**config.mk**
```make
export PLATFORM = sky130hd
export DESIGN_NAME = alu_ctr_executor
export DESIGN_NICKNAME = d
export VERILOG_FILES = /design/src/rtl/alu_ctr_executor.sv
export SDC_FILE = /design/constraint.sdc
export NUM_CORES = 1
export LEC_CHECK = 0
export CORE_MARGIN = 4
export CORE_UTILIZATION = 40
export DETAILED_ROUTE_END_ITERATION = 10
export GPL_ROUTABILITY_DRIVEN = 0
export PLACE_DENSITY = 0.68
export RECOVER_POWER = 100
export SETUP_SLACK_MARGIN = 0.5
export SLEW_MARGIN = 20
export SYNTH_ARGS = -nofsm -noshare
export SYNTH_HDL_FRONTEND = slang
export SYNTH_SLANG_ARGS = --single-unit
```
**constraint.sdc**
```tcl
create_clock -name clk -period 11.2 [get_ports clk]
set_clock_uncertainty 0.15 [all_clocks]
set_input_delay 2.8 -clock clk [delete_from_list [all_inputs] [get_ports clk]]
set_output_delay 2.8 -clock clk [all_outputs]
set_load 0.05 [all_outputs]
```
**src/rtl/alu_ctr_executor.sv**
```systemverilog
// Execution stage for the 3-bit alu_ctr code: single-cycle logic/arith ops plus an iterative shift-add multiply.
// Optional build macro MUL_EARLY_EXIT_EN lets a multiply finish as soon as the remaining multiplier bits are all zero.
module alu_ctr_executor #(
    parameter int WIDTH = 32
) (
    input  logic             clk,
    input  logic             reset,
    input  logic             start,
    input  logic [2:0]       alu_ctr,
    input  logic [WIDTH-1:0] operand_a,
    input  logic [WIDTH-1:0] operand_b,
    output logic [WIDTH-1:0] result,
    output logic             zero,
    output logic             overflow,
    output logic             busy,
    output logic             done
);

    localparam int CW = $clog2(WIDTH + 1);

    typedef enum logic {
        IDLE,
        MUL
    } state_t;

    state_t           state;
    logic [WIDTH-1:0] acc;
    logic [WIDTH-1:0] mcand;
    logic [WIDTH-1:0] mplier;
    logic [CW-1:0]    count;

    logic [WIDTH-1:0] sum;
    logic [WIDTH-1:0] diff;
    logic             slt;
    logic [WIDTH-1:0] alu_res;
    logic             alu_ovf;
    logic [WIDTH-1:0] acc_next;
    logic [WIDTH-1:0] mplier_next;
    logic [CW-1:0]    count_next;
    logic             mul_last;
    logic             mul_trivial;

    always_comb begin
        sum     = operand_a + operand_b;
        diff    = operand_a - operand_b;
        slt     = $signed(operand_a) < $signed(operand_b);
        alu_res = '0;
        alu_ovf = 1'b0;
        case (alu_ctr)
            3'b000: alu_res = operand_a & operand_b;
            3'b001: alu_res = operand_a | operand_b;
            3'b010: begin
                alu_res = sum;
                alu_ovf = (operand_a[WIDTH-1] == operand_b[WIDTH-1]) &&
                          (sum[WIDTH-1] != operand_a[WIDTH-1]);
            end
            3'b011: alu_res = operand_a ^ operand_b;
            3'b100: alu_res = ~(operand_a | operand_b);
            3'b101: alu_res = {{(WIDTH-1){1'b0}}, slt};
            3'b110: begin
                alu_res = diff;
                alu_ovf = (operand_a[WIDTH-1] != operand_b[WIDTH-1]) &&
                          (diff[WIDTH-1] != operand_a[WIDTH-1]);
            end
            default: alu_res = '0;
        endcase
    end

    // One shift-add step; the final iteration's add is folded into the completing edge.
    always_comb begin
        acc_next    = acc + (mplier[0] ? mcand : '0);
        mplier_next = mplier >> 1;
        count_next  = count + 1'b1;
        mul_last    = (count_next == CW'(WIDTH));
`ifdef MUL_EARLY_EXIT_EN
        mul_last    = mul_last || (mplier_next == '0);
        mul_trivial = (operand_b == '0);
`else
        mul_trivial = 1'b0;
`endif
    end

    // A zero-multiplier MUL under early exit takes the single-cycle path, where alu_res is 0.
    always_ff @(posedge clk) begin
        if (reset) begin
            state    <= IDLE;
            result   <= '0;
            zero     <= 1'b0;
            overflow <= 1'b0;
            busy     <= 1'b0;
            done     <= 1'b0;
            acc      <= '0;
            mcand    <= '0;
            mplier   <= '0;
            count    <= '0;
        end else begin
            done <= 1'b0;
            case (state)
                IDLE: begin
                    if (start) begin
                        if (alu_ctr == 3'b111 && !mul_trivial) begin
                            acc    <= '0;
                            mcand  <= operand_a;
                            mplier <= operand_b;
                            count  <= '0;
                            busy   <= 1'b1;
                            state  <= MUL;
                        end else begin
                            result   <= alu_res;
                            zero     <= (alu_res == '0);
                            overflow <= alu_ovf;
                            done     <= 1'b1;
                        end
                    end
                end
                MUL: begin
                    if (mul_last) begin
                        result   <= acc_next;
                        zero     <= (acc_next == '0);
                        overflow <= 1'b0;
                        busy     <= 1'b0;
                        done     <= 1'b1;
                        state    <= IDLE;
                    end else begin
                        acc    <= acc_next;
                        mcand  <= mcand << 1;
                        mplier <= mplier_next;
                        count  <= count_next;
                    end
                end
                default: state <= IDLE;
            endcase
        end
    end

endmodule
```
**Run 1: zoomed window**

The bar under the picture is 5 um long. Window x 89 to 109, y 128 to 148 um. Cells in gray, sequential cells in the stronger gray; small squares are vias.
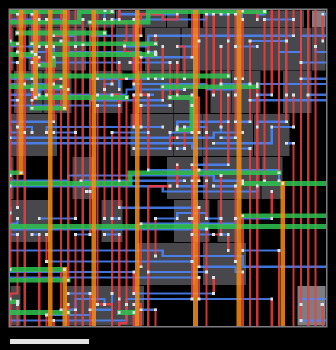
- metal 4: orange
- metal 3: green
- metal 2: red
- metal 1: blue
- most frequent: nor2_1 (4), nor3_1 (3)
- sequential cells in the window: 0
- cells with their middle in the window: 30

**Run 1: clock routing**

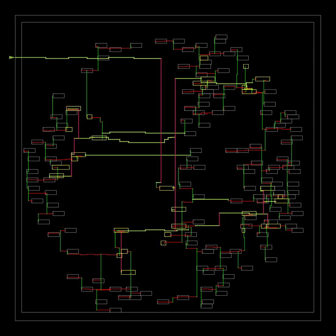
number of CTS-inserted buffers: 17
Flops: 139

==> flow_metrics.env, run 1 <==
# physical design summary
export IMPL_crit_chain="dlygate4sd3_1 > clkbuf_1 > inv_1 > nor2_1 > o21ai_0 > o211a_1 > o21ai_0 > nor4bb_1 > nand4bb_1 > nor4b_1 > and4b_1 > nand4_1 > o31ai_2"
export IMPL_tightest_slew_ns=2.67
export IMPL_chip_area_um2=39100
export IMPL_cts_tree="yes"
export IMPL_yosysTopAreaCellShare_pct=19.3
export IMPL_critical_path_buf_inv_count=3
export IMPL_antenna_found_initial=0
export IMPL_simple_gate_area_share_pct=22.1
export IMPL_overflow=0
export IMPL_cts_sinks=139
export IMPL_coreArea_um2=35500
export IMPL_cp_depth=13
export IMPL_synth_adder_area_share_pct=11.8
export IMPL_clk_path_buf_depth=2
export IMPL_syn_avg_cell_area_um2=7.27
export IMPL_status="finished with violations"
export IMPL_diodes=0
export IMPL_grt_pass1_vias=14337
export IMPL_crit_start="alu_ctr[1]"
export IMPL_clk_pin_slew_worst_paths_ns=0.08
export IMPL_crit_required_ns=11.40
export IMPL_critPathArrivalTime_ns=9.19
export IMPL_logic_area_um2=10600
export IMPL_period_minus_slack_ns=8.99
export IMPL_most_common_cell="nor2_1"
export IMPL_ctsRootBufferMaster="clkbuf_16"
export IMPL_cts_setup_buffers=0
export IMPL_syn_instance_count=1980
export IMPL_reg2reg_slack_ns=6.47
export IMPL_start_kind="input pin"
export IMPL_hold_worst_slack_ns=0.295
export IMPL_reg2reg_from="state"
export IMPL_busiest_layer="met2"
export IMPL_via_per_inst=6.37
export IMPL_worstHoldEndpoint="result[16]"
export IMPL_violations="capacitance limit, slew limit"
export IMPL_synth_logic_top_family="AND-OR/OR-AND gates"
export IMPL_wl_met3_mm=5.87
export IMPL_synth_area_um2=14400
export IMPL_grt_pass1_wl_mm=79.2
export IMPL_endpoint_kind="flop"
export IMPL_area_growth_pct=12.2
export IMPL_crit_path_max_incr_delay_ns=1.78
export IMPL_fp_util_pct=40.5
export IMPL_layout_cells_non_filler=2459
export IMPL_hold_class="reg -> reg"
export IMPL_cp_common_cell="o21ai_0"
export IMPL_report_power_total_mw=1.70
export IMPL_final_common_cell="nor2_1"
export IMPL_ys_cells=1980
export IMPL_htreeDepth=4
export IMPL_tns_ns=0
export IMPL_grt_use_met3_pct=6.69
export IMPL_synthTopCellsByArea="dfxtp_1 19%, ha_1 11%, a21oi_1 7.1%, nor2_1 5.8%, mux2i_1 5.8%"
export IMPL_mux_share_pct=6.17
export IMPL_finalMaxSlewViolations=157
export IMPL_track_usage_pct=25.1
export IMPL_clkLatencyLatePin_ns=0.46
export IMPL_n_fill_cell=3566
export IMPL_fmaxAchievable_ghz=0.111
export IMPL_wl_per_cell_um=20.7
export IMPL_met2WireLength_mm=21.9
export IMPL_slew_headroom_pct=-78.5
export IMPL_grt_use_met2_pct=38.1
export IMPL_hp_start="result[16]"
export IMPL_leakagePower_nw=6.51
export IMPL_final_cell_mix="223 x nor2_1, 204 x a21oi_1, 159 x nand2_1, 138 x dfxtp_1, 131 x ha_1"
export IMPL_place_ws_ns=4.16
export IMPL_synth_warnings=0
export IMPL_hold_viol_final=0
export IMPL_finalClockPeriodUsage_pct=80.3
export IMPL_wl_met1_mm=21.3
export IMPL_warning_count=93
export IMPL_finalWorstSetupSlack_ns=2.21
export IMPL_layout_drive_gt1_share_pct=4.45
export IMPL_setup_viol=0
export IMPL_dp_hpwl_mm=37.4
export IMPL_crit_family="buffers and inverters"
export IMPL_drtPass1Iterations=7
export IMPL_drt_iter0_drc=1999
export IMPL_cts_hold_buf=0
export IMPL_r2r_cells=6
export IMPL_common_cells="223 x nor2_1, 204 x a21oi_1, 159 x nand2_1"
export IMPL_yosys_area_um2=14400
export IMPL_synth_seq_area_share_pct=19.3
export IMPL_antenna_left=0
export IMPL_ys_ff=139
export IMPL_post_place_cells=2427
export IMPL_async_flop_share_pct=0
export IMPL_top_layer_used="met4"
export IMPL_fin_util_pct=45.5
export IMPL_dpl_instance_area_um2=15600
export IMPL_ff_type="dfxtp_1"
export IMPL_cellPowerDensity_nw_per_um2=106
export IMPL_drv_cap=4
export IMPL_critPathMaxFanout=48
export IMPL_grt_util_met1_pct=34.2
export IMPL_port_buffers=105
export IMPL_compound_area_share_pct=32.2
export IMPL_rows=69
export IMPL_num_vias=15676
export IMPL_drc=0
export IMPL_seq_area_um2=2790
export IMPL_crit_type="in -> reg"
export IMPL_die_h_um=198
export IMPL_endpoint="zero"
export IMPL_ys_types=97
export IMPL_synth_nets=2184
export IMPL_rsz0062_at_grt="no"
export IMPL_drt_total_wl_mm=51.0
export IMPL_hold_depth=2
export IMPL_edf_count=0
export IMPL_grt_max_degree=86
export IMPL_io_pins=106
export IMPL_nets=2189
export IMPL_cts_resized=0
export IMPL_synth_xor_xnor_area_share_pct=1.52
export IMPL_final_area_um2=16100
export IMPL_synth_top_cell_by_area="dfxtp_1"
export IMPL_cpMaxStageDelayCell="clkbuf_1"
export IMPL_die_w_um=198
export IMPL_worstReg2RegEnd="mplier[16]"
export IMPL_ir_drop_mv=0.112
**Run 1: selected gate families**

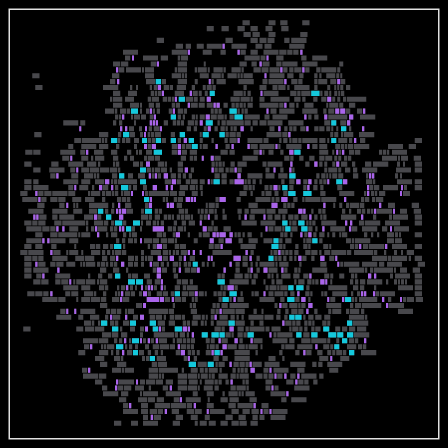
- nor cells: purple (cells 307)
- non-inverting ao/oa cells: cyan (cells 92)

run 1: flip-flops by register name, summed over array words and instances, names as in the netlist:
name      count
acc          32
busy          1
count         6
done          1
mcand        32
mplier       32
overflow      1
result       32
state         1
zero          1
run 1: power breakdown:
| group | internal (mW) | switching (mW) |
|---|---|---|
| Clock | 0.321 | 0.276 |
| Combinational | 0.192 | 0.369 |
| Sequential | 0.520 | 0.0249 |
run 1: final cells by class:
class | instances | share of cell area (%)
Inverter | 112 | 2.61
Tap cell | 461 | 3.58
Timing Repair Buffer | 121 | 7.12
Multi-Input combinational cell | 1594 | 65.8
Sequential cell | 139 | 17.3
Clock buffer | 18 | 2.72
Clock inverter | 14 | 0.923
==> run 2, diff against run 1 <==
- PLACE_DENSITY: 0.68 -> 0.7
- clock period: 11.2 -> 7.59 ns (I/O delays scaled with it)
**Run 2: wire density map**

The die is cut into 40 by 40 equal tiles; white is low, dark blue is high, scaled to the fullest tile. Values are wire area over tile area, all layers added.
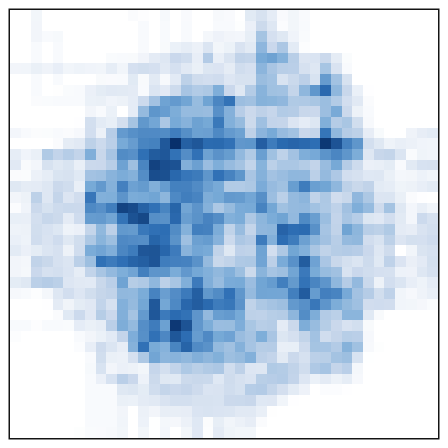
- mean over tiles: 0.23
- densest ninth of the die: middle
- tiles over half the peak: 17%

**Run 2: zoomed window**

The bar under the picture is 5 um long. Window x 89 to 109, y 128 to 148 um. Cells in gray, sequential cells in the stronger gray; small squares are vias.
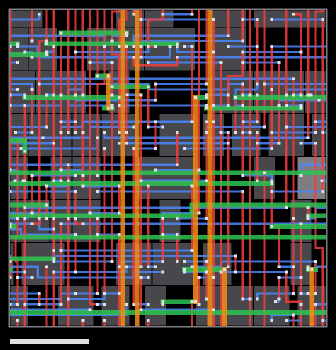
- metal 3: green
- metal 2: red
- metal 4: orange
- metal 1: blue
- cells with their middle in the window: 40
- most frequent: nor2_1 (5), nand2_1 (5), a21oi_1 (3)
- sequential cells in the window: 0

==> flow_metrics.env, run 2 <==
# physical design summary
export IMPL_chip_area_um2=39100
export IMPL_num_vias=15725
export IMPL_overflow=0
export IMPL_crit_required_ns=7.81
export IMPL_syn_avg_cell_area_um2=7.27
export IMPL_dp_hpwl_mm=38.1
export IMPL_comb_area_share_pct=65.4
export IMPL_non_clock_buffer_count=130
export IMPL_coreArea_um2=35500
export IMPL_crit_chain="dlygate4sd3_1 > ha_1 > inv_1 > fa_1 > nor2b_1 > o311ai_0 > a2111oi_0 > o31ai_1 > nor2b_1 > mux2i_1 > nor2_1 > nor4b_1 > and4b_1 > nand4_1 > o31ai_1"
export IMPL_io_pins=106
export IMPL_ir_drop_mv=0.184
export IMPL_finalMaxSlewViolations=87
export IMPL_layout_cells_non_filler=2469
export IMPL_drv_cap=2
export IMPL_powerClk_mw=0.874
export IMPL_critical_path_buf_inv_count=2
export IMPL_seq_share_pct=17.2
export IMPL_seq_cell_count=139
export IMPL_dominant_cells="combinational gates"
export IMPL_hold_viol_final=0
export IMPL_cts_tree="yes"
export IMPL_grt_pass1_wl_mm=78.9
export IMPL_swShare_pct=39.3
export IMPL_htreeDepth=4
export IMPL_clk_path_buf_depth=2
export IMPL_drc=0
export IMPL_synth_top_cell_by_area="dfxtp_1"
export IMPL_cpMaxStageDelayCell="o311ai_0"
export IMPL_ctsRootBufferMaster="clkbuf_16"
export IMPL_taps=461
export IMPL_start_kind="input pin"
export IMPL_period_minus_slack_ns=6.42
export IMPL_report_power_total_mw=2.51
export IMPL_cts_resized=0
export IMPL_grt_max_degree=83
export IMPL_seq_cell_power_mw=0.805
export IMPL_cts_setup_buffers=0
export IMPL_critPathMaxFanout=6
export IMPL_pg_comb_mw=0.827
export IMPL_diodes=1
export IMPL_seqPwrFrac_pct=32.1
export IMPL_cts_made_buffers=17
export IMPL_status="finished with violations"
export IMPL_final_area_um2=16200
export IMPL_fp_util_pct=40.5
export IMPL_synth_area_um2=14400
export IMPL_async_flop_share_pct=0
export IMPL_r2r_cells=13
export IMPL_cp_depth=15
export IMPL_synth_warnings=0
export IMPL_logic_area_um2=10600
export IMPL_antenna_left=0
export IMPL_drtPass1Iterations=7
export IMPL_power_frac_comb_pct=33.0
export IMPL_common_cells="223 x nor2_1, 204 x a21oi_1, 159 x nand2_1"
export IMPL_hp_start="result[2]"
export IMPL_worstHoldEndpoint="result[2]"
export IMPL_slew_headroom_pct=-80.3
export IMPL_reg2reg_slack_ns=2.92
export IMPL_edf_count=0
export IMPL_violations="capacitance limit, slew limit"
export IMPL_clockPowerShare_pct=34.9
export IMPL_power_top_group="the clock network"
export IMPL_synth_seq_area_share_pct=19.3
export IMPL_ys_ff=139
export IMPL_cts_sinks=139
export IMPL_crit_path_max_incr_delay_ns=1.00
export IMPL_inverters=112
**Run 2: pin map**

The bar under the picture is 50 um long. Pins as bars across the die edge, other pins in gray.
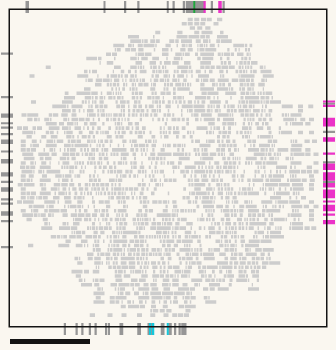
- `alu_ctr`: cyan (pins 3; direction input; edge bottom)
- `overflow`: green (pins 1; direction output; edge top)
- `result`: magenta (pins 32; direction output; edge 29 right, 3 top)
die height: 198 um
Port-buffer cells: 105
die extent in x: 198 um

-- run 2: cell families (layout without fill, tap and decap cells) --
| logic type | count (synthesis) | count (layout) | synth area share [%] |
|---|---|---|---|
| compound gates | 687 | 687 | 32.2 |
| xor+xnor | 25 | 25 | 1.52 |
| fa+ha+maj | 134 | 134 | 11.8 |
| buf+inv | 247 | 274 | 6.90 |
| flops | 139 | 139 | 19.3 |
| mux | 87 | 87 | 6.17 |
| other cells | 0 | 1 | 0 |
| simple gates | 661 | 661 | 22.1 |
-- run 2: routing by layer --
metal  vias to the layer above  part of all wire, %  track usage, %
met3                       183                   13            8.31
li1                       7313                    -               -
met1                      7260                   40            32.9
met5                         -                0.024               0
met2                       967                   43            37.9
met4                         2                  4.0            9.87
==> run 3, diff against run 2 <==
- PLACE_DENSITY: 0.7 -> 0.68
- clock period: 7.59 -> 6 ns (I/O delays scaled with it)
**Run 3: clock routing**

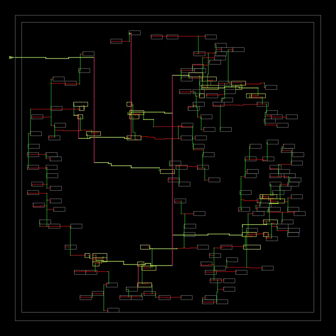
worst skew pair latency: 0.46 ns
# clk buffers: 17
P_clk: 1.16 mW
Sink Count: 139

**Run 3: zoomed window**

The bar under the picture is 5 um long. Window x 89 to 109, y 128 to 148 um. Cells in gray, sequential cells in the stronger gray; small squares are vias.
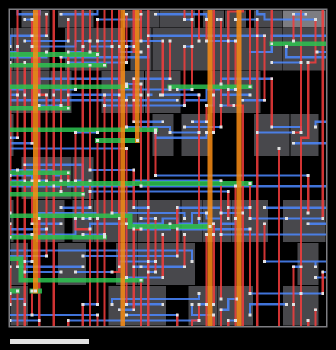
- metal 4: orange
- metal 2: red
- metal 1: blue
- metal 3: green
- most frequent: nand2_1 (5), nor2_1 (4)
- sequential cells in the window: 0
- cells with their middle in the window: 34

==> flow_metrics.env, run 3 <==
# physical design summary
export IMPL_status="finished with violations"
export IMPL_violations="capacitance limit, slew limit"
export IMPL_seq_cell_power_mw=1.02
export IMPL_grt_use_met3_pct=5.80
export IMPL_yosys_area_um2=14400
export IMPL_diodes=0
export IMPL_power_frac_comb_pct=32.9
export IMPL_endpoint="zero"
export IMPL_drv_cap=1
export IMPL_drc=0
export IMPL_comb_area_share_pct=64.8
export IMPL_port_buffers=105
export IMPL_coreArea_um2=35500
export IMPL_synth_top_cell_by_area="dfxtp_1"
export IMPL_power_top_group="the clock network"
export IMPL_ctsRootBufferMaster="clkbuf_16"
export IMPL_fp_util_pct=40.5
export IMPL_cellPowerDensity_nw_per_um2=198
export IMPL_finalMaxSlewViolations=35
export IMPL_wl_met3_mm=5.84
export IMPL_top_layer_used="met4"
export IMPL_cp_depth=14
export IMPL_die_h_um=198
export IMPL_grt_use_met2_pct=40.3
export IMPL_antenna_found_initial=2
export IMPL_hold_viol_final=0
export IMPL_met2WireLength_mm=23.0
export IMPL_period_minus_slack_ns=5.55
export IMPL_dp_hpwl_mm=39.1
export IMPL_seqPwrFrac_pct=31.4
export IMPL_busiest_layer="met2"
export IMPL_overflow=0
export IMPL_common_cells="223 x nor2_1, 204 x a21oi_1, 159 x nand2_1"
export IMPL_taps=461
export IMPL_edf_count=0
export IMPL_layout_cells_non_filler=2487
export IMPL_io_pins=106
export IMPL_cts_made_buffers=17
export IMPL_logic_area_um2=10600
export IMPL_slew_headroom_pct=-9.40
export IMPL_final_area_um2=16300
export IMPL_cpMaxStageDelayCell="a221oi_1"
export IMPL_start_kind="input pin"
export IMPL_synth_seq_area_share_pct=19.3
export IMPL_report_power_total_mw=3.24
export IMPL_synth_area_um2=14400
export IMPL_seq_share_pct=17.0
export IMPL_ir_drop_mv=0.225
export IMPL_wl_met1_mm=21.5
export IMPL_dominant_cells="combinational gates"
export IMPL_crit_path_max_incr_delay_ns=0.63
export IMPL_pg_comb_mw=1.07
export IMPL_synth_warnings=0
export IMPL_worstHoldEndpoint="result[25]"
export IMPL_num_vias=15718
export IMPL_reg2reg_slack_ns=1.36
export IMPL_inverters=112
export IMPL_syn_avg_cell_area_um2=7.27
export IMPL_htreeDepth=4
export IMPL_r2r_cells=13
export IMPL_async_flop_share_pct=0
export IMPL_area_growth_pct=13.6
export IMPL_grt_pass1_wl_mm=81.3
export IMPL_drtPass1Iterations=7
export IMPL_chip_area_um2=39100
export IMPL_clk_path_buf_depth=2
export IMPL_critical_path_buf_inv_count=2
export IMPL_clockPowerShare_pct=35.7
export IMPL_antenna_left=0
export IMPL_cts_setup_buffers=0
export IMPL_critPathMaxFanout=12
export IMPL_grt_max_degree=79
**Run 3: pin map**

The bar under the picture is 50 um long. Pins as bars across the die edge, other pins in gray.
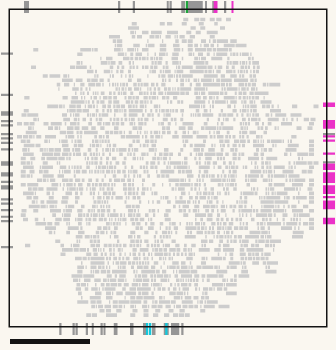
- `overflow`: green (pins 1; direction output; edge top)
- `result`: magenta (pins 32; direction output; edge 29 right, 3 top)
- `alu_ctr`: cyan (pins 3; direction input; edge bottom)

-- run 3: timing repair --
action | 4_1_cts | 5_1_grt
endpoints found under the setup margin | 0 | 3
gates resized | 0 | 4
hold buffers | 0 | 0
hold endpoints to repair | 0 | 0
-- run 3: kinds of logic (layout without fill, tap and decap cells) --
| family | count (synthesis) | in the layout | synth area share, % |
|---|---|---|---|
| AOI/OAI and AO/OA | 687 | 687 | 32.2 |
| and+or+nand+nor | 661 | 661 | 22.1 |
| buffers and inverters | 247 | 293 | 6.90 |
| DFF | 139 | 139 | 19.3 |
| adders and majority gates | 134 | 134 | 11.8 |
| muxes | 87 | 87 | 6.17 |
| xor gates and xnor gates | 25 | 25 | 1.52 |
Power is estimated from default activity; no workload was simulated.
